**Run 1: the clock network**

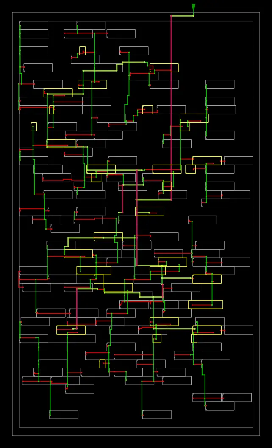
**Run 1: metal 2**

Scale: 4 px per um. Cells faint in the background.
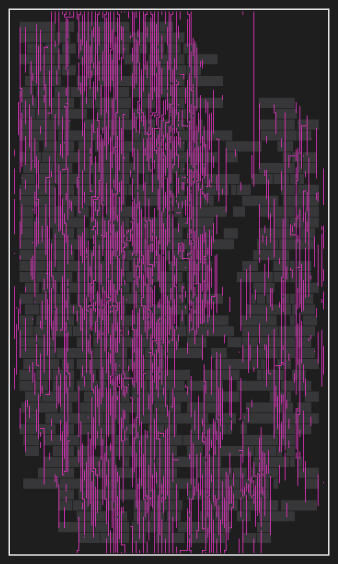
**Run 1: clock distribution**

Scale: 6 px per um.
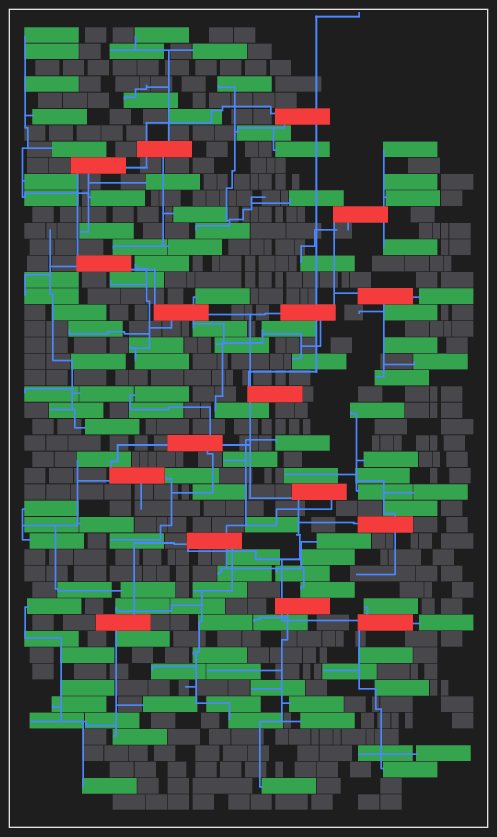
**Run 1: ports around the boundary**

Scale: 3 px per um. Pins as bars across the die edge, other pins in grey.
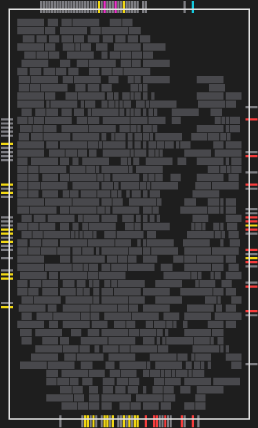
### src/rtl/md_pkg.sv
// Shared types and constants for the cartridge bus sequencer.
// Imported by the top and the read cache.
package md_pkg;

    typedef enum logic [2:0] {
        IDLE,
        RD_REQ,
        WR_REQ,
        HOLD,
        WAIT_REL
    } state_t;

    // Word offset of byte A130F1 inside the cart_time space
    localparam logic [6:0]  MAP_REG_OFS     = 7'h78;
    localparam logic [15:0] RD_TIMEOUT_DATA = 16'hFFFF;

endpackage

### src/rtl/md_cart_rdcache.sv
// Single-entry read cache keyed by the memory word address.
// Invalidate wins over a fill issued in the same cycle.
module md_cart_rdcache
    import md_pkg::*;
(
    input  logic        clk,
    input  logic        rst_n,
    input  logic [22:0] lookup_tag,
    output logic        hit,
    output logic [15:0] hit_data,
    input  logic        fill,
    input  logic [22:0] fill_tag,
    input  logic [15:0] fill_data,
    input  logic        inval
);

    logic        valid;
    logic [22:0] tag;
    logic [15:0] data;

    always_ff @(posedge clk or negedge rst_n) begin
        if (!rst_n) begin
            valid <= 1'b0;
            tag   <= '0;
            data  <= '0;
        end else if (inval) begin
            valid <= 1'b0;
        end else if (fill) begin
            valid <= 1'b1;
            tag   <= fill_tag;
            data  <= fill_data;
        end
    end

    always_comb begin
        hit      = valid && (tag == lookup_tag);
        hit_data = data;
    end

endmodule

### src/rtl/md_cart_ctrl.sv
// Cartridge bus to word-memory sequencer with read cache,
// SRAM write window, A130xx SRAM-enable register and timeout.
module md_cart_ctrl
    import md_pkg::*;
#(
    parameter int          ROM_AW    = 22,
    parameter logic [22:0] SRAM_BASE = 23'h100000,
    parameter int          SRAM_AW   = 14,
    parameter int          TIMEOUT   = 24
) (
    input  logic        MCLK2,
    input  logic        SRES,
    input  logic [22:0] cart_address,
    input  logic        cart_cs,
    input  logic        cart_oe,
    input  logic        cart_lwr,
    input  logic        cart_uwr,
    input  logic        cart_time,
    input  logic [15:0] cart_data_wr,
    output logic [15:0] cart_data,
    output logic        cart_data_en,
    output logic        mem_req,
    output logic        mem_we,
    output logic [1:0]  mem_be,
    output logic [22:0] mem_addr,
    output logic [15:0] mem_wdata,
    input  logic        mem_ack,
    input  logic [15:0] mem_rdata,
    output logic        sram_en,
    output logic        late_err
);

    localparam int CW = $clog2(TIMEOUT + 1);
    localparam logic [CW-1:0] CNT_LAST  = CW'(TIMEOUT - 1);
    localparam logic [23:0]   SRAM_END  = {1'b0, SRAM_BASE} + 24'(1 << SRAM_AW);
    localparam logic [21:0]   SRAM_MASK = 22'((1 << SRAM_AW) - 1);
    localparam logic [21:0]   ROM_MASK  = 22'((64'(1) << ROM_AW) - 64'(1));

    state_t        state;
    logic          strobe, strobe_q;
    logic          map_wr, map_q;
    logic          start, rd_start, wr_start, map_start;
    logic          sram_hit, rel_q;
    logic [22:0]   tgt_addr;
    logic [CW-1:0] cnt;
    logic          req_done;
    logic [15:0]   rd_value;
    logic          cache_hit, cache_fill, cache_inval;
    logic [15:0]   cache_data;

    always_comb begin
        strobe    = cart_cs & (cart_oe | cart_lwr | cart_uwr);
        start     = strobe & ~strobe_q & ~cart_time;
        rd_start  = start & cart_oe;
        wr_start  = start & ~cart_oe;
        map_wr    = cart_time & cart_lwr;
        map_start = map_wr & ~map_q & (cart_address[6:0] == MAP_REG_OFS);
        sram_hit  = sram_en
                  && ({1'b0, cart_address} >= {1'b0, SRAM_BASE})
                  && ({1'b0, cart_address} < SRAM_END);
        // Bit 22 of the memory address selects the SRAM region
        tgt_addr  = sram_hit ? {1'b1, cart_address[21:0] & SRAM_MASK}
                             : {1'b0, cart_address[21:0] & ROM_MASK};
        req_done  = mem_ack | (cnt == CNT_LAST);
        rd_value  = mem_ack ? mem_rdata : RD_TIMEOUT_DATA;
        cache_fill  = (state == RD_REQ) & mem_ack;
        cache_inval = map_start | ((state == IDLE) & wr_start);
    end

    md_cart_rdcache u_cache (
        .clk        (MCLK2),
        .rst_n      (SRES),
        .lookup_tag (tgt_addr),
        .hit        (cache_hit),
        .hit_data   (cache_data),
        .fill       (cache_fill),
        .fill_tag   (mem_addr),
        .fill_data  (mem_rdata),
        .inval      (cache_inval)
    );

    always_ff @(posedge MCLK2 or negedge SRES) begin
        if (!SRES) begin
            state        <= IDLE;
            strobe_q     <= 1'b0;
            map_q        <= 1'b0;
            rel_q        <= 1'b0;
            cnt          <= '0;
            cart_data    <= '0;
            cart_data_en <= 1'b0;
            mem_req      <= 1'b0;
            mem_we       <= 1'b0;
            mem_be       <= '0;
            mem_addr     <= '0;
            mem_wdata    <= '0;
            sram_en      <= 1'b0;
            late_err     <= 1'b0;
        end else begin
            strobe_q <= strobe;
            map_q    <= map_wr;
            if (map_start) sram_en <= cart_data_wr[0];

            unique case (state)
                IDLE: begin
                    if (rd_start && cache_hit) begin
                        cart_data    <= cache_data;
                        cart_data_en <= 1'b1;
                        state        <= HOLD;
                    end else if (rd_start) begin
                        mem_req  <= 1'b1;
                        mem_we   <= 1'b0;
                        mem_be   <= 2'b11;
                        mem_addr <= tgt_addr;
                        cnt      <= '0;
                        rel_q    <= 1'b0;
                        state    <= RD_REQ;
                    end else if (wr_start && sram_hit) begin
                        mem_req   <= 1'b1;
                        mem_we    <= 1'b1;
                        mem_be    <= {cart_uwr, cart_lwr};
                        mem_addr  <= tgt_addr;
                        mem_wdata <= cart_data_wr;
                        cnt       <= '0;
                        state     <= WR_REQ;
                    end else if (wr_start) begin
                        state <= WAIT_REL;
                    end
                end
                RD_REQ: begin
                    if (!strobe) rel_q <= 1'b1;
                    if (req_done) begin
                        mem_req <= 1'b0;
                        if (!mem_ack) late_err <= 1'b1;
                        // A reader that let go still completes, but gets no data
                        if (rel_q || !strobe) begin
                            state <= IDLE;
                        end else begin
                            cart_data    <= rd_value;
                            cart_data_en <= 1'b1;
                            state        <= HOLD;
                        end
                    end else begin
                        cnt <= cnt + 1'b1;
                    end
                end
                WR_REQ: begin
                    if (req_done) begin
                        mem_req <= 1'b0;
                        if (!mem_ack) late_err <= 1'b1;
                        state <= WAIT_REL;
                    end else begin
                        cnt <= cnt + 1'b1;
                    end
                end
                HOLD: begin
                    if (!strobe) begin
                        cart_data_en <= 1'b0;
                        state        <= IDLE;
                    end
                end
                WAIT_REL: begin
                    if (!strobe) state <= IDLE;
                end
                default: state <= IDLE;
            endcase
        end
    end

endmodule

### config.mk
export PLATFORM = sky130hd
export DESIGN_NAME = md_cart_ctrl
export DESIGN_NICKNAME = d
export VERILOG_FILES = /design/src/rtl/md_pkg.sv /design/src/rtl/md_cart_rdcache.sv /design/src/rtl/md_cart_ctrl.sv
export SDC_FILE = /design/constraint.sdc
export NUM_CORES = 1
export LEC_CHECK = 0
export CORE_ASPECT_RATIO = 1.75
export CORE_MARGIN = 2
export CORE_UTILIZATION = 54
export CTS_CLUSTER_SIZE = 10
export DETAILED_ROUTE_END_ITERATION = 12
export GPL_TIMING_DRIVEN = 0
export HOLD_SLACK_MARGIN = 0.15
export PLACE_DENSITY = 0.95
export REMOVE_ABC_BUFFERS = 1
export SLEW_MARGIN = 5
export SYNTH_ARGS = -nofsm -noshare
export SYNTH_HDL_FRONTEND = slang
export SYNTH_SLANG_ARGS = --single-unit
### constraint.sdc
create_clock -name MCLK2 -period 4.4 [get_ports MCLK2]
set_input_delay 0.88 -clock MCLK2 [delete_from_list [all_inputs] [get_ports MCLK2]]
set_output_delay 0.88 -clock MCLK2 [all_outputs]
set_load 0.01 [all_outputs]
==> flow_metrics.tcl, run 1 <==
# implementation run metrics
set metrics [dict create \
    yosys_cells 418 \
    most_common_cell "dfrtp_1" \
    grt_util_all_layers_pct 27.1 \
    simple_gate_area_share_pct 9.71 \
    cts.sinks 113 \
    top_area_cell "dfrtp_1" \
    worstSetupEndpoint "u_cache.hit_data[10]" \
    cp_max_fo 40 \
    powerDensity_mw_per_mm2 467 \
    status "finished, final reports clean" \
    synth_cell_types 57 \
    min_period_ns 3.51 \
    via_per_inst 5.84 \
    crit_slowest_cell "nand3_4" \
    startpoint_type "input pin" \
    clockBufferDepth 2 \
    xor_area_share_pct 3.58 \
    worstPathRequired_ns 4.68 \
    worst-setup-path-type "in -> reg" \
    critPathTopFamily "simple AND/OR/NAND/NOR gates" \
    top_logic_kind "multiplexers" \
    drv_slew 0 \
    dieArea_mm2 0.0108 \
    synth_flops 113 \
    max_freq_mhz 285 \
    top_cell_area_share_pct 52.5 \
    cp_cell_sequence "clkdlybuf4s50_1 > o31ai_4 > inv_2 > nand2_2 > nor2_1 > a21boi_2 > nand3_4 > mux2_4" \
    root_buffer "clkbuf_16" \
    yosys-mux-area-fraction_pct 23.2 \
    drc 0 \
    fin_ws_ns 0.891 \
    core_area_mm2 0.00979 \
    syn_inst 418 \
    grt_pass1_vias 4292 \
    htree_levels 4 \
    hold_buffers 0 \
    area_growth_pct 35.8 \
    worst-path-buf-inv 2 \
    rsz0062_at_grt "false" \
    reg2reg_slack_ns 1.69 \
    nets 611 \
    ys_area_mm2 0.00538 \
    whs_ns 0.325 \
    power.leakage_nw 3.37 \
    ys_sh_aoi_pct 7.11 \
    regToRegStartpoint "u_cache.tag[10]" \
    cts_setup_buffers 0 \
    layout-drive-gt1-share_pct 24.6 \
    worstMarginPinSlew_ns 1.13 \
    final_cells 685 \
    tool_warnings 25 \
    fp-utilization_pct 55.0 \
    clk_pin_slew_ns 0.05 \
    dr.pass1.iters 5 \
    hpwl_mm 9.22 \
    rr_worst_depth 6 \
    cts_tree "done" \
    drtAntennaViolNets 0 \
    synth_area_per_cell_um2 12.9 \
    max-vdd-ir-drop_v 0.000346 \
    dpl_cell_area_mm2 0.00673 \
    setup_tns_ns 0 \
    final_cell_mix "123 x clkdlybuf4s50_1, 113 x dfrtp_1, 48 x mux2_2, 39 x mux2_4, 30 x nor2_1" \
    vias 4002 \
    synth_adder_area_share_pct 0.232 \
    drtIter0Drc 376 \
    routedWlPerCell_um 20.3 \
    final_util_pct 74.7 \
    grt_pass1_wl_mm 22.1 \
    grt_max_degree 90 \
    cp-startpoint "cart_oe" \
    cp_num_cells 8 \
    synth-edff-count 0 \
    fin_crit_sh_pct 79.7 \
    layout_top_cell "clkdlybuf4s50_1" \
    critical_path.max_stage_delay_ns 0.66 \
    hp-class "in -> async" \
    yosys_warnings 0 \
    dpl.cell_count 653 \
    maxSlewHeadroom_pct 24.3 \
    antenna_cells 0 \
    dpl_worst_slack_ns 0.539 \
    postSynthSeqShare_pct 52.5 \
]
Back to the opening pictures, 'the clock network':
Insertion Delay late pin: 0.41 ns
clock buffers: 19
skew final: 0.0114 ns
Flops: 113
P_clk: 1.33 mW

Back to the opening pictures, 'metal 2':
570 nets have wire on it. The wires run mostly vertical.

Back to the opening pictures, 'clock distribution':
Key: clock drivers = red [count 17]; clock wires = blue [length 1390 um]; flip-flops = green [count 113]
There are 18 routed clock nets. Position of the flops: widely spread.

Back to the opening pictures, 'ports around the boundary':
Key: mem_rdata = red [pins 16, direction input, edge 10 right, 6 bottom]; late_err = cyan [pins 1, direction output, edge top]; mem_addr = yellow [pins 23, direction output, edge 10 bottom, 9 left, 2 right, 2 top]; mem_be = magenta [pins 2, direction output, edge top]
Die Wd: 79.5 um
quantity of I/O buffers inserted on ports: 124
Die Span Y: 136 um

run 1: registers in the layout, indices dropped and copies added, names as in the netlist, 2 cells and up:
name and cells:
state 3, u_cache.tag 23, u_cache.hit_data 16, cart_data 16, mem_wdata 16, mem_be 2
cnt 5, mem_addr 23
run 1: per-layer routing:
layer,track usage [%],share of wire (%)
met1,30.2,37
met2,46.4,54
met3,6.44,4.3
met4,16.1,4.7
met5,0,0
run 1: area by class of cell:
cell class	instances	area (um^2)
Clock buffer	19	443
Clock inverter	13	139
Fill cell	585	2480
Inverter	23	86.3
Multi-Input combinational cell	266	2370
Sequential cell	113	2830
Tap cell	125	156
Timing Repair Buffer	126	1280
run 1: power by group:
part / total, mW / switching (mW) / internal [mW]
registers: 1.36 / 0.138 / 1.22
clock network: 1.33 / 0.483 / 0.846
logic: 0.731 / 0.289 / 0.442
**Run 1: cell classes on the final placement**

Scale: 4 px per um. Fill, decap, tap and diode cells in grey.
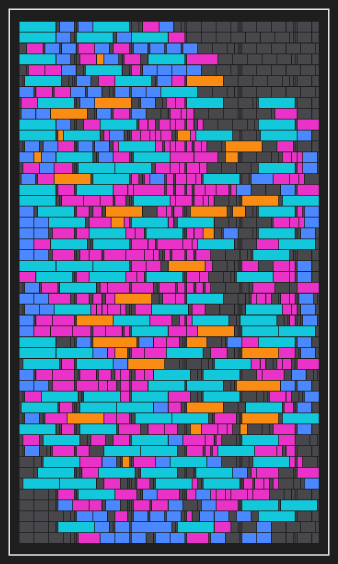

==> run 1 -> run 2 <==
CORE_UTILIZATION = 45   (was 54)
PLACE_DENSITY = 0.86   (was 0.95)
clock period = 2.8 ns   (was 4.4 ns; I/O delays follow)
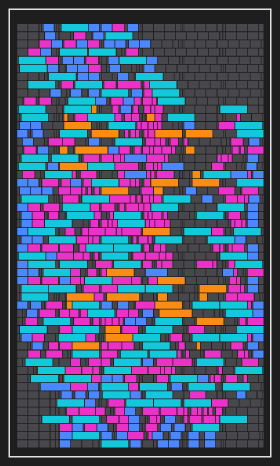
**Above:** run 2 (cell classes on the final placement).
Scale: 3 px per um. Fill, decap, tap and diode cells in grey.
Key: other buffers and delay cells = blue [cells 131, share of their area 19%]; clock drivers and dummy loads = orange [cells 32, share of their area 8.2%]; flops = cyan [cells 113, share of their area 39%]; combinational and other logic = magenta [cells 292, share of their area 35%]

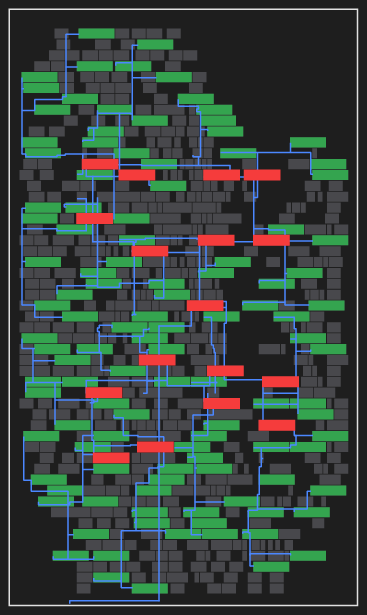
**Above:** run 2 (clock distribution).
Scale: 4 px per um.
Key: flip-flops = green [count 113]; clock wires = blue [length 1490 um]; clock drivers = red [count 17]
There are 18 routed clock nets. Position of the flops: widely spread.
P_clk: 2.20 mW
clock network power share: 40.2%
skew final: 0.0107 ns

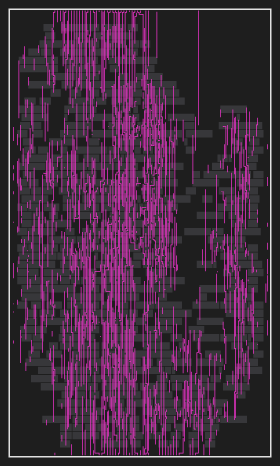
**Above:** run 2 (metal 2).
Scale: 3 px per um. Cells faint in the background.
572 nets have wire on it. The layer carries 7510 um of wire. The longest straight run is 59.2 um.
DR vias: 4008
met2 Resource Use GR: 38.6%
final WL: 13.8 mm

==> flow_metrics.tcl, run 2 <==
# implementation run metrics
set metrics [dict create \
    status "finished, final reports clean" \
    yosys_warnings 0 \
    dpl_cell_area_mm2 0.00674 \
    pwr-share-seq_pct 38.9 \
    holdPathEnd "late_err" \
    crit_path_end_kind "flop" \
    ys_sh_aoi_pct 7.11 \
    crit_slowest_cell "clkdlybuf4s50_1" \
    cts_resized 6 \
    fp-utilization_pct 46.2 \
    clkCellAreaFrac_pct 8.04 \
    cap_violations 0 \
    tapCellCount 135 \
    final_util_pct 64.4 \
    cp_max_fo 10 \
    reg2reg_slack_ns 0.30 \
    final_area_mm2 0.00750 \
    hp-class "reg -> reg" \
    seq_share_pct 37.7 \
    grt_pass1_wl_mm 21.9 \
    clock_buffers 20 \
    inverters_excl_clock 23 \
    top_area_cell "dfrtp_1" \
    min_path_cells 2 \
    drv_slew 0 \
    cp_num_cells 9 \
    drtAntennaViolNets 0 \
    port_buffers 124 \
    dpl.cell_count 663 \
    clk_pin_slew_ns 0.05 \
    buffers 131 \
    worstSkewPairLatency_ns 0.41 \
    fin_ws_ns 0.0800 \
    most_common_cell "dfrtp_1" \
    synth_adder_area_share_pct 0.232 \
    cts_setup_buffers 1 \
    top_power_group "the clock network" \
    ys_area_mm2 0.00538 \
    numCtsBuffers 17 \
    regArea_mm2 0.00283 \
    via_per_inst 5.70 \
    r2r-end "cart_data[13]" \
    xor_area_share_pct 3.58 \
    dpl_worst_slack_ns -0.741 \
    comb-power_mw 1.14 \
    p_sw_mw 1.42 \
    whs_ns 0.474 \
    powerDensity_mw_per_mm2 728 \
    regToRegStartpoint "state[0]" \
    min_period_ns 2.72 \
    area_growth_pct 39.4 \
    intPower_mw 4.04 \
    gp_congestion 0.842 \
    fin_crit_sh_pct 97.1 \
    worstMarginPinSlew_ns 1.24 \
    hpwl_mm 9.04 \
    postSynthSeqShare_pct 52.5 \
    layout-drive-gt1-share_pct 25.5 \
    finalSetupViolCount 0 \
    cts_tree "done" \
    yosys-mux-area-fraction_pct 23.2 \
    dr.pass1.iters 5 \
    largest_class "sequential cells" \
    switching_share_pct 26.1 \
    critical_path.max_stage_delay_ns 0.62 \
    gr-total-overflow 0 \
    top_cells_by_count "113 x dfrtp_1, 48 x mux2_2, 39 x mux2_4" \
    tool_warnings 26 \
    nets 619 \
    setup_tns_ns 0 \
    synthesis.area_mm2 0.00538 \
    hp-start "late_err" \
    max_freq_mhz 368 \
    grt_pass1_vias 4237 \
    comb_share_pct 32.6 \
    fill_cells 852 \
    cts.sinks 113 \
    pwr-share-comb_pct 20.9 \
    cp-startpoint "cart_oe" \
    synth-edff-count 0 \
    topCellsByArea "dfrtp_1 53%, mux2_4 11%, mux2_2 10%" \
    simple_gate_area_share_pct 9.71 \
    arrival_ns 3.00 \
    seq_cells 113 \
    p_total_mw 5.46 \
    synth_cell_types 57 \
    htree_levels 4 \
    grt_max_degree 72 \
    maxSlewHeadroom_pct 17.1 \
    rows 52 \
    worstPathRequired_ns 3.08 \
    ys.flop_type "dfrtp_1" \
    worst-path-buf-inv 3 \
    drc 0 \
    bufAreaShareNonClock_pct 18.3 \
    worstSetupEndpoint "u_cache.hit_data[10]" \
    max-vdd-ir-drop_v 0.000500 \
    io_pins 125 \
    syn_inst 418 \
    cp_cell_sequence "clkdlybuf4s50_1 > o31ai_4 > inv_2 > nand2_2 > nor2_1 > a21boi_4 > buf_12 > nand3_4 > mux2_4" \
    synth_flops 113 \
    hold_viol 0 \
    antenna_cells 0 \
    routedWlPerCell_um 19.6 \
    reg_top3 "mem_addr x23, u_cache.tag x23" \
    synth_area_per_cell_um2 12.9 \
    rr_worst_depth 6 \
    layout_top_cell "clkdlybuf4s50_1" \
    synthArstFlopShare_pct 100 \
    clockBufferDepth 2 \
    final_cells 703 \
    hold_buffers 1 \
    comb_cells 269 \
    root_buffer "clkbuf_16" \
    worst-setup-path-type "in -> reg" \
    die_w_um 86.7 \
    startpoint_type "input pin" \
    power.leakage_nw 3.43 \
    yosys_cells 418 \
    logic_area_mm2 0.00244 \
    dieArea_mm2 0.0129 \
    top_cell_area_share_pct 52.5 \
    grt_util_all_layers_pct 22.0 \
    critPathTopFamily "buffers and inverters" \
    die_h_um 149 \
    core_area_mm2 0.0116 \
    seq-power_mw 2.12 \
    drtIter0Drc 255 \
    top_logic_kind "multiplexers" \
    final_cell_mix "122 x clkdlybuf4s50_1, 113 x dfrtp_1, 48 x mux2_2, 39 x mux2_4, 30 x nor2_1" \
    grt_antenna_before_repair 0 \
]
==> run 2: cell counts after synthesis <==
No cell type changed its count.
==> run 2: metal layers <==
layer | global-route usage (%) | routed length (um) | vias to the layer above
met5 | 0 | 0 | -
met4 | 9.77 | 492 | 0
met3 | 4.88 | 590 | 39
met2 | 38.6 | 7510 | 170
met1 | 25.3 | 5210 | 2012
li1 | - | - | 1787
==> run 2: worst register-to-register path, stage by stage (launching register included) <==
cell and delay (ns):
dfrtp_1 0.52, inv_1 0.18, nor3_4 0.75, nand4_1 0.28
o21ai_4 0.13, buf_12 0.17, mux2_1 0.35
**Run 2: ports around the boundary**

Scale: 2 px per um. Pins as bars across the die edge, other pins in grey.
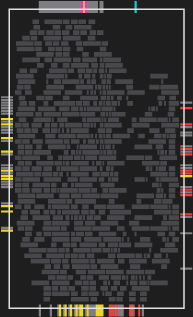

==> run 2 -> run 3 <==
SLEW_MARGIN = 10   (was 5)
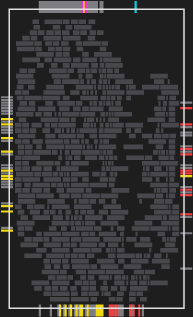
**Above:** run 3 (ports around the boundary).
Scale: 2 px per um. Pins as bars across the die edge, other pins in grey.
Key: mem_rdata = red [pins 16, direction input, edge 9 right, 7 bottom]; late_err = cyan [pins 1, direction output, edge top]; mem_be = magenta [pins 2, direction output, edge top]; mem_addr = yellow [pins 23, direction output, edge 11 bottom, 10 left, 1 right, 1 top]

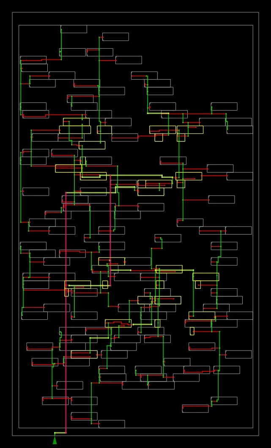
**Above:** run 3 (the clock network).
skew final: 0.0125 ns
P_clk: 2.00 mW
CTS Buf Count: 17
Clock Sinks: 113
clock buffers: 21

==> flow_metrics.tcl, run 3 <==
# implementation run metrics
set metrics [dict create \
    reg_top3 "mem_addr x23, u_cache.tag x23" \
    max_freq_mhz 370 \
    clockBufferDepth 2 \
    max-vdd-ir-drop_v 0.000541 \
    dpl_cell_area_mm2 0.00676 \
    most_common_cell "dfrtp_1" \
    dr.pass1.iters 6 \
    top_area_cell "dfrtp_1" \
    grt_util_all_layers_pct 21.3 \
    cts_tree "done" \
    worstPathRequired_ns 3.09 \
    yosys_warnings 0 \
    drtIter0Drc 243 \
    die_h_um 149 \
    cp_max_fo 27 \
    inverters_excl_clock 23 \
    powerDensity_mw_per_mm2 704 \
    gp_congestion 0.842 \
    r2r-end "mem_addr[10]" \
    wl_met3_um 479 \
    seq_share_pct 37.9 \
    globalRouteMet2Util_pct 37.7 \
    synth-edff-count 0 \
    clkCellAreaFrac_pct 7.35 \
    grt_max_degree 72 \
    busiest_layer "met2" \
    cts_setup_buffers 2 \
    ys.flop_type "dfrtp_1" \
    comb_share_pct 31.9 \
    rows 52 \
    wl_mm 13.4 \
    core_area_mm2 0.0116 \
    min_period_ns 2.70 \
    buffers 138 \
    hp-start "late_err" \
    seq_cells 113 \
    p_total_mw 5.25 \
    power.leakage_nw 3.44 \
    hpwl_mm 9.23 \
    layout_top_cell "clkdlybuf4s50_1" \
    p_sw_mw 1.38 \
    hp-class "reg -> reg" \
    min_path_cells 2 \
    htree_levels 4 \
    status "finished, final reports clean" \
    startpoint_type "input pin" \
    worstSetupEndpoint "mem_addr[10]" \
    regArea_mm2 0.00283 \
    maxSlewHeadroom_pct 36.9 \
    synth_cell_types 57 \
    finalSetupViolCount 0 \
    synth_flops 113 \
    tapCellCount 135 \
    setup_tns_ns 0 \
    dpl.cell_count 664 \
    synth_area_per_cell_um2 12.9 \
    reg2reg_slack_ns 0.31 \
    postSynthSeqShare_pct 52.5 \
    yosys_cells 418 \
    dieArea_mm2 0.0129 \
    arrival_ns 2.99 \
    root_buffer "clkbuf_16" \
    cp-startpoint "cart_address[10]" \
    via_per_inst 5.60 \
    dpl_worst_slack_ns -0.539 \
    gr-total-overflow 0 \
    grt_pass1_wl_mm 21.3 \
    bufAreaShareNonClock_pct 19.4 \
    grt_antenna_before_repair 0 \
    clk_pin_slew_ns 0.05 \
    met3_usage_pct 4.50 \
    final_util_pct 64.0 \
    rsz0062_at_grt "true" \
    top_cells_by_count "113 x dfrtp_1, 48 x mux2_2, 39 x mux2_4" \
    met1_length_mm 5.09 \
    worstSkewPairLatency_ns 0.41 \
    layout-drive-gt1-share_pct 25.7 \
    cp_cell_sequence "clkdlybuf4s50_1 > xnor2_1 > nand4_1 > nor4_1 > nand3_2 > nand2_4 > mux2_2" \
    whs_ns 0.469 \
    fin_crit_sh_pct 96.6 \
    logic_area_mm2 0.00238 \
    use_met1_pct 23.9 \
    cts_resized 1 \
]
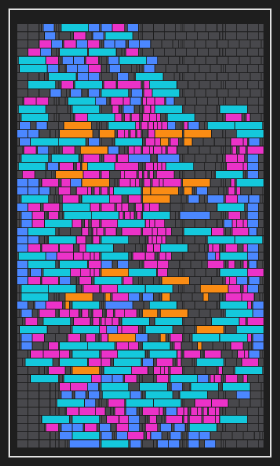
**Above:** run 3 (cell classes on the final placement).
Scale: 3 px per um. Fill, decap, tap and diode cells in grey.
Key: combinational and other logic = magenta [cells 289, share of their area 34%]; other buffers and delay cells = blue [cells 138, share of their area 20%]; clock drivers and dummy loads = orange [cells 31, share of their area 7.5%]; flops = cyan [cells 113, share of their area 39%]

## run 3: cell counts after synthesis
Identical to the previous run, type by type.
## run 3: logic make-up after synthesis
| logic type | after synthesis | synth area share, % |
|---|---|---|
| simple gates | 94 | 9.71 |
| xor+xnor | 22 | 3.58 |
| flops | 113 | 52.5 |
| mux | 98 | 23.2 |
| fa+ha+maj | 1 | 0.232 |
| buf+inv | 39 | 3.65 |
| compound gates | 51 | 7.11 |
## run 3: power by group through the flow
stage	combinational (mW)	sequential, mW	clock (mW)
detailed placement	1.13	2.14	0
finish	1.13	2.12	2.00
global placement	1.09	2.12	0
floorplan	0.518	2.17	0
global route	1.21	2.15	2.09
CTS	1.14	2.12	2.02
Power is estimated from default activity; no workload was simulated.
